Design fetch_unit, sky130hd; sources not shown.
Fig. 1: run 1, pin placement
The bar under the picture is 20 um long. Pins as bars across the die edge, other pins in gray.
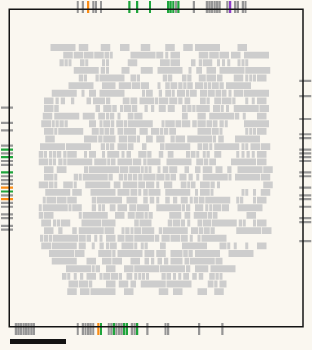
| color | port | pins | direction | edge |
|---|---|---|---|---|
| purple | `CLK` | 1 | input | top |
| orange | `OPCODE` | 4 | output | 2 left, 1 top, 1 bottom |
| green | `IMM` | 16 | output | 7 top, 5 bottom, 4 left |
all pins by edge: 32 bottom, 27 top, 23 left, 18 right
Port Buffer Count: 91
Die Ht: 113 um
Die Wd: 104 um

Fig. 2: run 1, gate families picked out
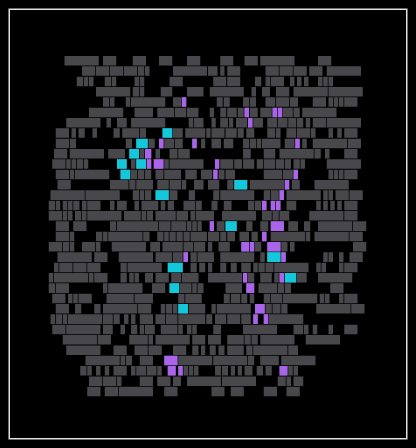
| color | family | cells |
|---|---|---|
| purple | nor cells | 37 |
| cyan | non-inverting ao/oa cells | 14 |
multi-input gate share of the layout cell area: 40.1%
final cell count without fillers: 680
most common cell after layout, fill and taps aside: nand2_1

Fig. 3: run 1, a small window of the routed layout
The bar under the picture is 5 um long. Window x 42 to 62, y 69 to 89 um. Cells in gray, sequential cells in the stronger gray; small squares are vias.
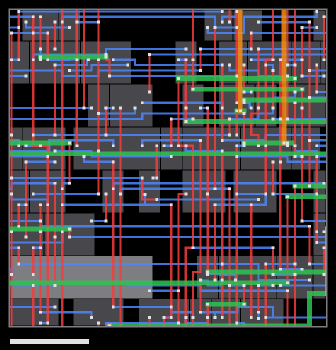
| color | layer |
|---|---|
| orange | M4 |
| green | M3 |
| red | M2 |
| blue | M1 |
most frequent: nand2_1 (5), nor2_1 (4)
sequential cells in the window: 1
cells with their middle in the window: 39

Fig. 4: run 1, wire density map
21 x 23 tiles, from white (low) to dark blue (high), scaled to the fullest tile. Values are wire area over tile area, all layers added.
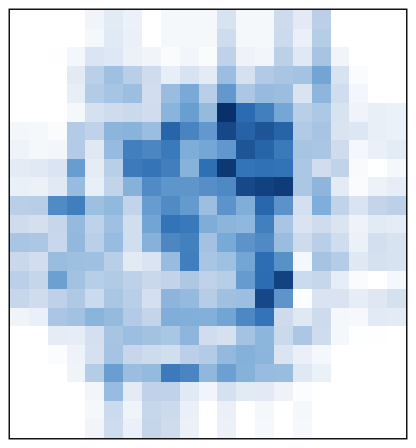
densest ninth of the die: center
tiles over half the peak: 15%
nearly empty tiles: 19%
mean over tiles: 0.16
fullest tile: 0.61
total wire length: 11,200 um
Global Route Usage Sum: 18.9%
post-DR wirelength/cell: 16.4 um
via count: 3,777

==> deck_impl_summary.md <==
Synthesis and Place & Route Summary

Critical path
  • Worst r2r path cells: 9
  • Worst EP arrival: ~1.9 ns
  • Highest net fanout along the worst path: 7
  • Type of the worst setup path: flop to output pin
  • CP Capture Type: output pin
  • CP required: around 2.0 ns
  • R2R Setup Slk: 0.14 ns
  • Startpoint kind of the worst setup timing path: flop

Global route
  • Via count of the first global-routing pass: approximately 3,600
  • Global route overflow: 0
  • First-pass GRT wire length: about 19,000 um
  • Maximum number of pins on one net before global-route repair: 44
  • Antenna violations before repair: 0

Timing
  • Top achievable clock speed: between 300 and 400 MHz
  • Worst-margin pin slew: between 0.4 and 0.5 ns
  • Number of endpoints with negative hold slack in the final report: 0
  • Final critical path time including I/O delays and setup: 2.61 ns
  • Number of slew-limit violations in the final report: 0
  • Final-report setup violation count: 0
  • Tightest slew margin relative to the limit: around 72%
  • Unrepaired setup endpoints after global routing: false
  • Final cycle utilization of the critical path: between 90% and 100%

Routing
  • Final antenna-violating net count: 0
  • Detailed Routing Iterations Pass 1: 5
  • DRC marker count from the first detailed-route iteration: slightly below 300
  • Via density per instance: ~5.6
  • Residual DRC: 0

Power and ir drop
  • Net switching power: approximately 0.0016 W
  • Sequential group share of total power: between 30 and 40%
  • Worst voltage drop across the vdd grid: roughly 0.00048 V
  • Relative contribution of combinational cells to total power: 46.2%
  • Power density over the cells: 763 nW/um2
  • P_int: between 0.002 and 0.0025 W
  • Leakage power of the design: between 2 and 2.5 nW
  • Share of total power in the clock network: between 10% and 20%
  • Proportion of total power due to net switching: between 40% and 50%

Yosys
  • Gate count after technology mapping: 468
  • Max-area cell share: 41.2%
  • Number of warnings issued by yosys: 0
  • Number of cell instances after yosys synthesis: 468
  • Average footprint of a synthesized cell: a little over 8 um2
  • Number of different library cells in the post-synthesis netlist: roughly 60
  • Synth Seq Share: 41.2%
  • Leading cell type by number of instances after synthesis: nand2_1
  • Yosys stat area: 3820 um2
  • Dominant cell type by area after synthesis: dfrtp_1
  • EDFF count, synth: 0
  • Share of flip-flops with an asynchronous set or reset after synthesis: 100%
  • Leading register cell type out of synthesis: dfrtp_1
  • Netlist Area Pre-Place: 3820 um2
  • Leading cell types by total area after synthesis: dfrtp_1 41%, nand2_1 11%, o21ai_0 6.7%
  • Commonest cells in the synthesized netlist: 117 x nand2_1, 63 x dfrtp_1, 51 x o21ai_0, 27 x nor2_1, 26 x a21oi_1
  • Register bit total from synthesis: between 60 and 70

Clock tree
  • Buffers from clock root to sink, at most: 2
  • Number of CTS-inserted buffers: 9
  • Maximum level of the CTS H-tree: 3
  • CTS tree: yes
  • Clock insertion delay at the later pin of the skew report: roughly 0.35 ns
  • Postcts setup bufs: 0
  • Buffer cell driving the clock tree root: clkbuf_8
  • Post-cts hold buffer count: 0
  • PostCTS Resize Cnt: 0
  • Clk sink count: 63
  • Clock edge transition at the registers on the reported setup and hold paths: 0.07 ns

Worst hold path
  • Path type of the worst min-delay path: primary input to async pin

Placement
  • DPL Wire Length: between 8000 and 9000 um
  • Placer congestion estimate: 0.893
  • Number of cells after detailed placement: 665

Finish
  • Final-layout fill cell count: roughly 620
  • Flip-flop count of the largest register, all copies and words added: 24
  • Core occupancy in the finished layout: between 60% and 70%
  • Synth-to-Final Area Change: 35.2%
  • Highest-count cells in the layout ignoring fill and taps: 117 x nand2_1, 91 x clkdlybuf4s50_1, 63 x dfrtp_1
  • Diodes inserted: 0
  • Share of final-layout standard cells stronger than drive strength 1: about 10%
  • Final net count: about 630

Flow run
  • OpenROAD warning count: 34
  • Max-capacitance violation count: 0

Floorplanning
  • Core Density at Floorplan: between 50% and 60%
  • Number of placement rows: 33
  • Full die area: between 10,000 and 15,000 um2
  • Number of placed I/O pins: ~100
  • Total core area: 7510 um2

Run status
  • Status: completed
## run 1: through the flow
stage          instance area (um2)  hold WS (ns)  TNS (ns)  worst slack, ns  power, W
4_1_cts                       5150         0.169         0           0.0949   0.00396
6_report                      5170         0.174         0           0.0933   0.00394
2_1_floorplan                 3700         0.258  -0.00165         -0.00165   0.00240
5_1_grt                       5170         0.180         0           0.0202   0.00419
3_5_place_dp                  4980         0.262         0            0.136   0.00317
3_3_place_gp                  4980         0.256         0            0.151   0.00312
## run 1: power by group through the flow
stage               Clock (W)  Sequential (W)  Combinational [W]
detailed placement          0         0.00135            0.00182
global placement            0         0.00134            0.00178
finish               0.000778         0.00134            0.00182
global route         0.000832         0.00137            0.00199
CTS                  0.000793         0.00134            0.00183
floorplan                   0         0.00170           0.000701
## run 1: per-layer routing
layer / global-route usage, % / vias up / routed length (um)
li1: - / 1836 / -
met1: 24.2 / 1766 / 4810
met2: 29.8 / 153 / 5300
met3: 4.86 / 22 / 862
met4: 7.99 / 0 / 206
met5: 0 / - / 0
## run 1: worst max-delay path, cell delays in order (launching register included)
cell and delay [ns]:
dfrtp_1 0.37, nand2b_1 0.24, inv_1 0.19, clkdlybuf4s50_1 0.71
## run 1: cell type report
class | instances | area (um2) | share of cell area (%)
well taps | 105 | 131 | 2.54
inverters | 18 | 67.6 | 1.31
repair buffers | 120 | 1140 | 22.1
flip-flops and latches | 63 | 1580 | 30.5
multi-input cells | 359 | 2070 | 40.1
clock inverters | 5 | 50.0 | 0.969
clock buffers | 10 | 128 | 2.47
## run 1: cell families after synthesis
group | synth area share [%]
AND/OR/NAND/NOR | 22.4
flip-flops | 41.2
adder cells (fa/ha/maj) | 6.42
buffers and inverters | 4.98
multiplexers | 0.524
XOR/XNOR | 3.21
AND-OR/OR-AND | 21.2
Power figures rest on the tool's default switching activity, not on a simulated workload.
